===== src/rtl/seller_uart_tx_if.sv =====
// Handshake bundle between the seller FSM and the reply-frame UART transmitter.
interface seller_uart_tx_if;
  logic       en;
  logic [7:0] uart_out;
  logic [15:0] amount;
  logic       tx;
  logic       busy;
  logic       done;

  modport master (
    output en, uart_out, amount,
    input  tx, busy, done
  );

  modport slave (
    input  en, uart_out, amount,
    output tx, busy, done
  );
endinterface


===== src/rtl/seller_uart_tx.sv =====
// Reply-frame UART transmitter: on a rising edge of en, sends
// HEADER, code, amount[15:8], amount[7:0], XOR checksum as 8N1, LSB first.
module seller_uart_tx #(
  parameter int         SYSCLK = 125_000_000,
  parameter int         BAUD   = 115200,
  parameter logic [7:0] HEADER = 8'hAA
) (
  input logic            clk,
  input logic            rst_n,
  seller_uart_tx_if.slave bus
);

  localparam int BAUD_DIV = SYSCLK / BAUD;
  localparam int CNT_W    = (BAUD_DIV < 2) ? 1 : $clog2(BAUD_DIV);

  if (BAUD_DIV < 2) begin : g_baud_check
    $error("seller_uart_tx: BAUD_DIV must be at least 2");
  end

  typedef enum logic [1:0] {IDLE, START, DATA, STOP} state_t;

  state_t           state;
  logic             en_d;
  logic [CNT_W-1:0] cnt;
  logic [2:0]       bit_idx;
  logic [2:0]       byte_idx;
  logic             tx_q;
  logic             busy_q;
  logic             done_q;

  logic [7:0]       code;
  logic [7:0]       amt_hi;
  logic [7:0]       amt_lo;
  logic [7:0]       chk;
  logic [7:0]       cur_byte;

  logic             trig;
  logic             cnt_last;
  logic [2:0]       next_bit;

  assign trig     = bus.en & ~en_d;
  assign cnt_last = (cnt == CNT_W'(BAUD_DIV - 1));
  assign next_bit = bit_idx + 3'd1;

  always_comb begin
    cur_byte = chk;
    case (byte_idx)
      3'd0:    cur_byte = HEADER;
      3'd1:    cur_byte = code;
      3'd2:    cur_byte = amt_hi;
      3'd3:    cur_byte = amt_lo;
      default: cur_byte = chk;
    endcase
  end

  // Frame payload is latched only when a trigger is accepted, so it stays frozen mid-frame.
  always_ff @(posedge clk) begin
    if (state == IDLE && trig) begin
      code   <= bus.uart_out;
      amt_hi <= bus.amount[15:8];
      amt_lo <= bus.amount[7:0];
      chk    <= HEADER ^ bus.uart_out ^ bus.amount[15:8] ^ bus.amount[7:0];
    end
  end

  always_ff @(posedge clk or negedge rst_n) begin
    if (!rst_n) begin
      state    <= IDLE;
      en_d     <= 1'b0;
      cnt      <= '0;
      bit_idx  <= '0;
      byte_idx <= '0;
      tx_q     <= 1'b1;
      busy_q   <= 1'b0;
      done_q   <= 1'b0;
    end else begin
      en_d   <= bus.en;
      done_q <= 1'b0;
      case (state)
        IDLE: begin
          tx_q   <= 1'b1;
          busy_q <= 1'b0;
          if (trig) begin
            state    <= START;
            cnt      <= '0;
            byte_idx <= '0;
            tx_q     <= 1'b0;
            busy_q   <= 1'b1;
          end
        end
        START: begin
          if (cnt_last) begin
            state   <= DATA;
            cnt     <= '0;
            bit_idx <= '0;
            tx_q    <= cur_byte[0];
          end else begin
            cnt <= cnt + CNT_W'(1);
          end
        end
        DATA: begin
          if (cnt_last) begin
            cnt <= '0;
            if (bit_idx == 3'd7) begin
              state <= STOP;
              tx_q  <= 1'b1;
            end else begin
              bit_idx <= next_bit;
              tx_q    <= cur_byte[next_bit];
            end
          end else begin
            cnt <= cnt + CNT_W'(1);
          end
        end
        STOP: begin
          if (cnt_last) begin
            cnt <= '0;
            // Next byte's start bit follows the stop bit directly, no idle gap.
            if (byte_idx < 3'd4) begin
              byte_idx <= byte_idx + 3'd1;
              state    <= START;
              tx_q     <= 1'b0;
            end else begin
              state  <= IDLE;
              busy_q <= 1'b0;
              done_q <= 1'b1;
            end
          end else begin
            cnt <= cnt + CNT_W'(1);
          end
        end
        default: begin
          state  <= IDLE;
          cnt    <= '0;
          tx_q   <= 1'b1;
          busy_q <= 1'b0;
        end
      endcase
    end
  end

  assign bus.tx   = tx_q;
  assign bus.busy = busy_q;
  assign bus.done = done_q;

endmodule


===== src/flat_wrapper.sv =====
// flat-port wrapper written by rule: the top's interface ports become plain ports
module seller_uart_tx_flat 
#(
  parameter int         SYSCLK = 125_000_000,
  parameter int         BAUD   = 115200,
  parameter logic [7:0] HEADER = 8'hAA
)
  (clk, rst_n, bus_en, bus_uart_out, bus_amount, bus_tx, bus_busy, bus_done);
  seller_uart_tx_if bus_i ();
  input logic clk;
  input logic rst_n;
  input wire logic [$bits(bus_i.en)-1:0] bus_en;
  input wire logic [$bits(bus_i.uart_out)-1:0] bus_uart_out;
  input wire logic [$bits(bus_i.amount)-1:0] bus_amount;
  output wire logic [$bits(bus_i.tx)-1:0] bus_tx;
  output wire logic [$bits(bus_i.busy)-1:0] bus_busy;
  output wire logic [$bits(bus_i.done)-1:0] bus_done;
  assign bus_i.en = bus_en;
  assign bus_i.uart_out = bus_uart_out;
  assign bus_i.amount = bus_amount;
  assign bus_tx = bus_i.tx;
  assign bus_busy = bus_i.busy;
  assign bus_done = bus_i.done;
  seller_uart_tx #(.SYSCLK(SYSCLK), .BAUD(BAUD), .HEADER(HEADER)) u_core (.clk(clk), .rst_n(rst_n), .bus(bus_i));
endmodule

===== config.mk =====
export PLATFORM = sky130hd
export DESIGN_NAME = seller_uart_tx_flat
export DESIGN_NICKNAME = d
export VERILOG_FILES = /design/src/rtl/seller_uart_tx_if.sv /design/src/rtl/seller_uart_tx.sv /design/src/flat_wrapper.sv
export SDC_FILE = /design/constraint.sdc
export NUM_CORES = 1
export LEC_CHECK = 0
export CAP_MARGIN = 20
export CELL_PAD_IN_SITES_DETAIL_PLACEMENT = 1
export CELL_PAD_IN_SITES_GLOBAL_PLACEMENT = 1
export CORE_MARGIN = 8
export CORE_UTILIZATION = 41
export DETAILED_ROUTE_END_ITERATION = 10
export PLACE_DENSITY_LB_ADDON = 0.08
export SYNTH_ARGS = -nofsm -noshare
export SYNTH_HDL_FRONTEND = slang
export SYNTH_SLANG_ARGS = --single-unit

===== constraint.sdc =====
create_clock -name clk -period 2.6 [get_ports clk]
set_clock_uncertainty 0.1 [all_clocks]
set_input_delay 0.26 -clock clk [delete_from_list [all_inputs] [get_ports clk]]
set_output_delay 0.26 -clock clk [all_outputs]
set_load 0.1 [all_outputs]

==> flow_summary.yaml, run 1 <==
# generated from flow reports
setup_path:
  critical_path.startpoint: "u_core.byte_idx[1]"
  crit_type: "reg -> reg"
  cp_slowest_cell: "dfrtp_1"
  crit_required_ns: 2.75
  critPathMaxStageDelay_ns: 0.42
  cp-endpoint: "u_core.bus.tx"
  end_kind: "register"
  cp_cell_sequence: "inv_1 > ha_1 > or3_4 > a21oi_4 > mux2_4 > a2111oi_2 > a311oi_1 > a31oi_1"
  rr_endpoint: "u_core.bus.tx"
  arrival_ns: 2.55
  worst_path_dominant_cell_family: "AND-OR/OR-AND gates"
  r2r-start: "u_core.byte_idx[1]"
job:
  warnings: 34
power:
  clkPwrFrac_pct: 33.2
  combPwrFrac_pct: 5.7
  p_clk_uw: 505
  power.leakage_nw: 1.236
  powerComb_uw: 86.1
  power_leader: "sequential cells"
  seqPwrFrac_pct: 61.1
  power_density_nw_per_um2: 462.5
  switchingPower_uw: 338.5
  p_int_mw: 1.182
  power_mw: 1.520
route:
  met3_length_um: 190
  wl_per_cell_um: 17.01
  drc: 0
  vias_per_cell: 5.425
layout:
  drive_gt1_share_pct: 10.71
  mostFrequentLayoutCells: "32 x edfxtp_1, 26 x clkdlybuf4s50_1, 24 x o21ai_0, 24 x nand2_1, 22 x dfrtp_1"
  largest_reg_flops: 11
  comb_area_share_pct: 35.02
  nonClkBufAreaFrac_pct: 10.43
  final_nets: 320
  diodes: 0
  top_register: "u_core.cnt"
  fillers: 734
place:
  dp_slack_ns: 0.2187
  place_congestion: 0.7349
  dpl.hpwl_mm: 4.693
clock_tree:
  htreeDepth: 2
  clock_latency_ns: 0.32
  numCtsBuffers: 5
  ctsHoldBuffers: 0
  cts.repair.resized: 0
floorplanning:
  io_pins: 30
  die-area_um2: 9625
  die_width_um: 98.11
synthesis:
  synth.area.top_cells: "edfxtp_1 35%, dfrtp_1 20%, ha_1 6.3%"
  synthSimpleGateAreaFrac_pct: 11.54
  yosys_area_um2: 2764
  async_flop_share_pct: 41.82
  yosys.area_share.aoi_pct: 17.70
  logic_family: "AND-OR/OR-AND gates"
final_timing:
  setup_viol: 0
  max_freq_ghz: 0.4166
  relSlewSlack_pct: 67.16
  tightest_slew_ns: 0.4910
  setup_tns_ns: 0
  hold_viol: 0
global_routing:
  overflow: 0
  grt_max_degree: 33
  use_met2_pct: 22.18
hold_path:
  holdCritPathClass: "in -> async"
status:
  outcome: "finished clean"
Figure 1. M1 wires (run 1).
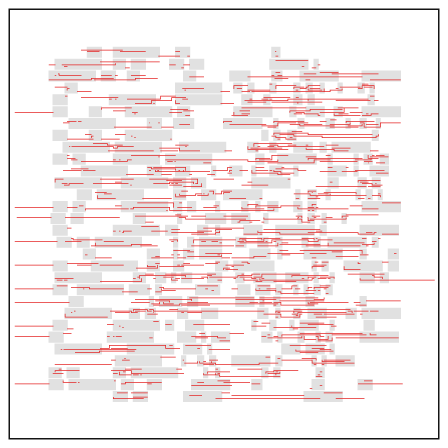
longest straight run: 26.2 um
main direction: horizontal
share of all routed wire: 47%
wire length on this layer: 2850 um
via count: 1953
met1 GRT Util: 16.03%
Post-Route WL: 6.122 mm

Figure 2. Metal 3 (run 1).
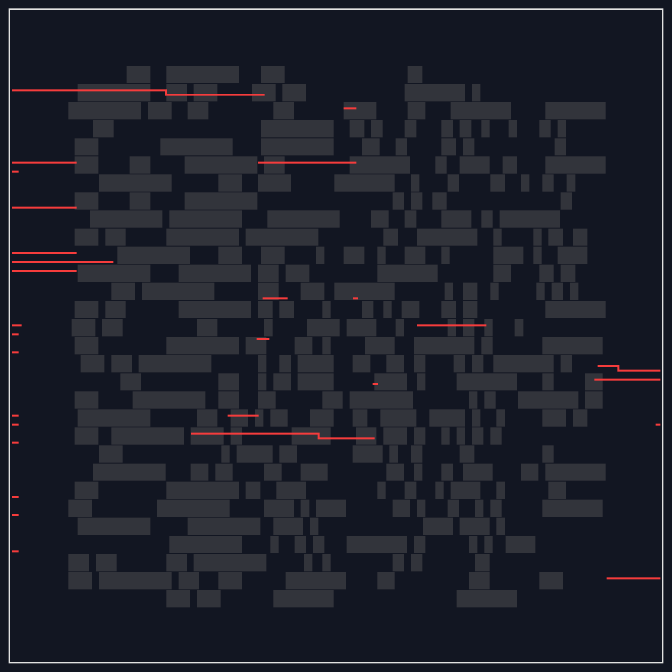
main direction: horizontal
nets with wire on the layer: 23
share of all routed wire: 3.1%
wire length on this layer: 190 um
M3 GR Usage: 3.201%

Figure 3. Register map, names as in the netlist (run 1).
The bar under the picture is 20 um long. Other sequential cells in the stronger gray, the rest of the logic in the fainter gray.
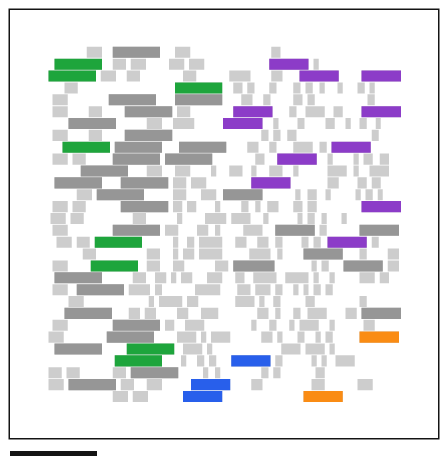
[orange] `u_core.state` | flops: 2
[blue] `u_core.byte_idx` | flops: 3
[purple] `u_core.cnt` | flops: 11
[green] `u_core.amt_lo` | flops: 8
not colored: 31
FF/Latch Area: 1538 um^2
Seq/total area: 46.78%

==> inputs of run 2 (changes only) <==
- CAP_MARGIN: 20 -> 10
- CORE_UTILIZATION: 41 -> 35
Figure 4. M1 wires (run 2).
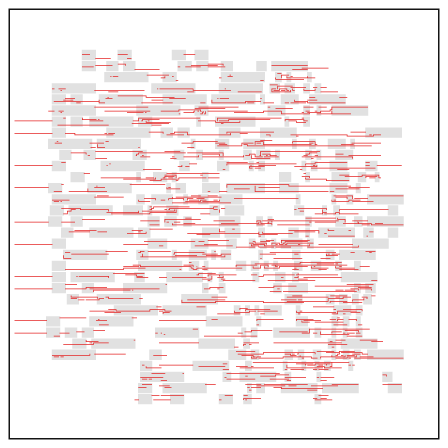
main direction: horizontal
share of all routed wire: 48%
wire length on this layer: 3010 um
nets with wire on the layer: 289
longest straight run: 30.4 um
via count: 1966
Post-Route WL: 6.289 mm
met1 GRT Util: 14.80%

Figure 5. The metal 2 layer (run 2).
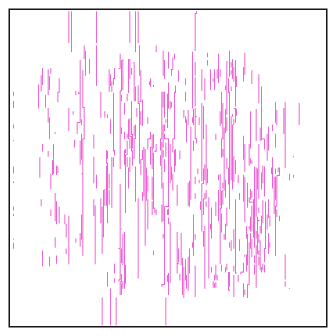
wire length on this layer: 3000 um
share of all routed wire: 48%
nets with wire on the layer: 276
M2 GR Usage: 19.73%

==> run 2 against run 1 <==
  * Fmax is 1.5% lower
  * Worst setup slack worse by 0.036 ns
  * Clock power is 3% lower
==> flow_summary.yaml, run 2 <==
# generated from flow reports
status:
  outcome: "finished clean"
final_timing:
  setup_ws_ns: 0.1637
  tightest_slew_ns: 0.5031
  setup_tns_ns: 0
  max_freq_ghz: 0.4105
  setup_viol: 0
  relSlewSlack_pct: 66.39
  holdWs_ns: 0.2040
  hold_viol: 0
power:
  power_mw: 1.507
  power_leader: "sequential cells"
  switchingPower_uw: 329.4
  clkPwrFrac_pct: 32.6
  combPwrFrac_pct: 5.7
  seqPwrFrac_pct: 61.7
  p_int_mw: 1.177
  power_density_nw_per_um2: 454.1
  power.leakage_nw: 1.227
  powerComb_uw: 86.3
  p_clk_uw: 491
global_routing:
  overflow: 0
  met3_usage_pct: 2.826
  antenna_found_initial: 0
  grt_pass1_vias: 2177
  grt_max_degree: 33
setup_path:
  cp_slowest_cell: "dfrtp_1"
  end_kind: "register"
  rr_endpoint: "u_core.bus.tx"
  worst_path_dominant_cell_family: "AND-OR/OR-AND gates"
  cp_cell_sequence: "inv_1 > ha_1 > or3_4 > a21oi_4 > mux2_4 > a2111oi_4 > a311oi_1 > a31oi_1"
  cp-endpoint: "u_core.bus.tx"
  arrival_ns: 2.58
  critPathMaxStageDelay_ns: 0.42
  crit_type: "reg -> reg"
synthesis:
  top_area_cell: "edfxtp_1"
  async_flop_share_pct: 41.82
  yosys_area_um2: 2764
  logic_family: "AND-OR/OR-AND gates"
  synthSimpleGateAreaFrac_pct: 11.54
  synth.area.top_cells: "edfxtp_1 35%, dfrtp_1 20%, ha_1 6.3%"
  yosys.area_share.aoi_pct: 17.70
  ys_cells: 239
  synth_flops: 55
place:
  place_congestion: 0.7574
  dp_slack_ns: 0.07256
  dpl.hpwl_mm: 4.752
layout:
  mostFrequentLayoutCells: "32 x edfxtp_1, 26 x clkdlybuf4s50_1, 24 x o21ai_0, 24 x nand2_1, 22 x dfrtp_1"
  seq_area_um2: 1538
  diodes: 0
  largest_reg_flops: 11
  nonClkBufAreaFrac_pct: 10.11
  seq_share_pct: 46.34
  fillers: 847
  biggestCellCategory: "registers"
  final_nets: 319
  final_util_pct: 43.16
  top_register: "u_core.cnt"
  comb_area_share_pct: 35.22
floorplanning:
  die-area_um2: 11000
  fp-row-count: 32
  fp_util_pct: 35.95
clock_tree:
  ctsHoldBuffers: 0
  clock_latency_ns: 0.31
  numCtsBuffers: 5
  cts.repair.resized: 0
job:
  warnings: 34
route:
  ant_nets: 0
  met3_length_um: 204
  wl_per_cell_um: 16.51
  drc: 0
  vias_per_cell: 5.160
hold_path:
  holdCritPathClass: "in -> async"
==> inputs of run 3 (changes only) <==
- clock period: 2.6 -> 2.8 ns (I/O delays scaled with it)
==> run 3 against run 2 <==
  * Synthesized cell count did not move
  * Utilization decreased by 0.67 points
  * Fmax down 6.9%
  * Routed wire length fell by 1.6%
  * Combinational power down 7.0%
  * Global-route usage is 0.066 points higher
  * Power shrank 8.8%
  * Via count shrank 0.76%
  * Critical path type unchanged
  * Final cell count fell by 1.0%
  * Sequential cell count stayed put
==> flow_summary.yaml, run 3 <==
# generated from flow reports
status:
  outcome: "finished clean"
synthesis:
  synthSimpleGateAreaFrac_pct: 11.54
  yosys.area_share.aoi_pct: 17.70
  synth_flops: 55
  synthFlopType: "edfxtp_1"
  logic_family: "AND-OR/OR-AND gates"
  synth_warnings: 0
  synth.area.top_cells: "edfxtp_1 35%, dfrtp_1 20%, ha_1 6.3%"
  yosys_area_um2: 2764
  postSynthCellCount: 239
  async_flop_share_pct: 41.82
  top_area_cell: "edfxtp_1"
  ys_cells: 239
job:
  max_cap_violations: 0
  warnings: 34
layout:
  mostFrequentLayoutCells: "32 x edfxtp_1, 26 x clkdlybuf4s50_1, 24 x o21ai_0, 24 x nand2_1, 22 x dfrtp_1"
  seq_area_um2: 1538
  layout_top_cell: "edfxtp_1"
  largest_reg_flops: 11
  top_register: "u_core.cnt"
  nonClkBufAreaFrac_pct: 9.345
  final_cells: 377
  diodes: 0
  biggestCellCategory: "registers"
  inverters: 16
  fillers: 834
  final_nets: 315
  n_clock_buffer: 6
  comb_area_share_pct: 35.24
setup_path:
  arrival_ns: 2.75
  end_kind: "register"
  cp-endpoint: "u_core.bus.tx"
  cp_cell_sequence: "inv_1 > ha_1 > or3_4 > a21oi_4 > mux2_4 > a2111oi_2 > a311oi_1 > a31oi_1"
  crit_type: "reg -> reg"
  cp_slowest_cell: "dfrtp_1"
  worst_path_dominant_cell_family: "AND-OR/OR-AND gates"
  rr_endpoint: "u_core.bus.tx"
  critical_path.startpoint: "u_core.byte_idx[0]"
  critPathMaxStageDelay_ns: 0.42
  cp.depth: 8
power:
  powerComb_uw: 80.3
  seqPwrFrac_pct: 62.8
  switchingPower_uw: 286.2
  power.leakage_nw: 1.203
  clkPwrFrac_pct: 31.4
  power_density_nw_per_um2: 420.7
  combPwrFrac_pct: 5.8
  p_clk_uw: 431
  p_int_mw: 1.088
  power_leader: "sequential cells"
  power_mw: 1.374
place:
  place_congestion: 0.7208
  dpl.hpwl_mm: 4.722
  dp_slack_ns: 0.1854
route:
  met3_length_um: 176
  drc: 0
  ant_nets: 0
  vias_per_cell: 5.175
  wl_per_cell_um: 16.41
global_routing:
  grt_pass1_vias: 2165
  antenna_found_initial: 0
  overflow: 0
  use_met2_pct: 20.18
  grt_max_degree: 33
  busiest_layer: "met2"
  met3_usage_pct: 2.518
final_timing:
  final_max_slew_viol_count: 0
  relSlewSlack_pct: 59.79
  max_freq_ghz: 0.3822
  holdWs_ns: 0.2394
  setup_viol: 0
  tightest_slew_ns: 0.6009
  setup_ws_ns: 0.1832
  setup_tns_ns: 0
  hold_viol: 0
clock_tree:
  numCtsBuffers: 5
  clock_latency_ns: 0.30
  cts.repair.resized: 0
  cts_buffer_depth: 2
  ctsHoldBuffers: 0
floorplanning:
  fp-row-count: 32
  die-area_um2: 11000
  fp_util_pct: 35.95
hold_path:
  holdCritPathClass: "in -> async"
Figure 6. M1 wires (run 3).
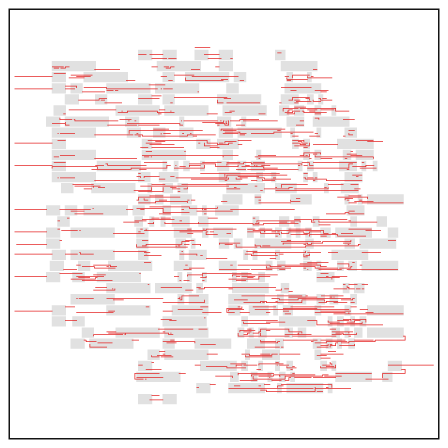
nets with wire on the layer: 288
main direction: horizontal
longest straight run: 23.5 um
share of all routed wire: 47%
Post-Route WL: 6.188 mm
met1 GRT Util: 14.84%
via count: 1951

Figure 7. Register map, names as in the netlist (run 3).
The bar under the picture is 20 um long. Other sequential cells in the stronger gray, the rest of the logic in the fainter gray.
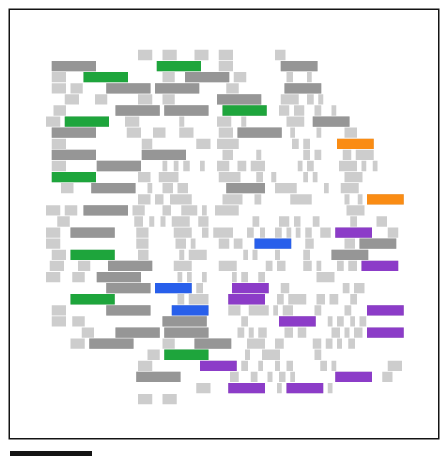
[purple] `u_core.cnt` | flops: 11
[blue] `u_core.byte_idx` | flops: 3
[green] `u_core.amt_lo` | flops: 8
[orange] `u_core.state` | flops: 2
not colored: 31
Seq/total area: 47.07%
sequential group power: 863 uW
Final Util: 42.50%


==> gallery <==
Routing congestion map.
Plate I
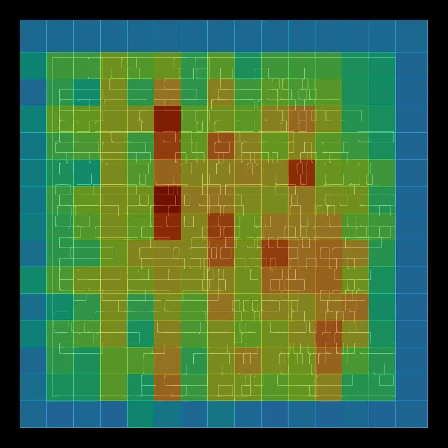
Plate II
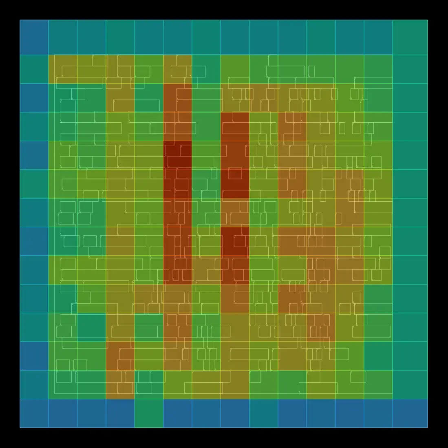
- run 1 = Plate II
- run 2 = Plate I

No activity file was given, so power comes from the tool's default toggle rates.
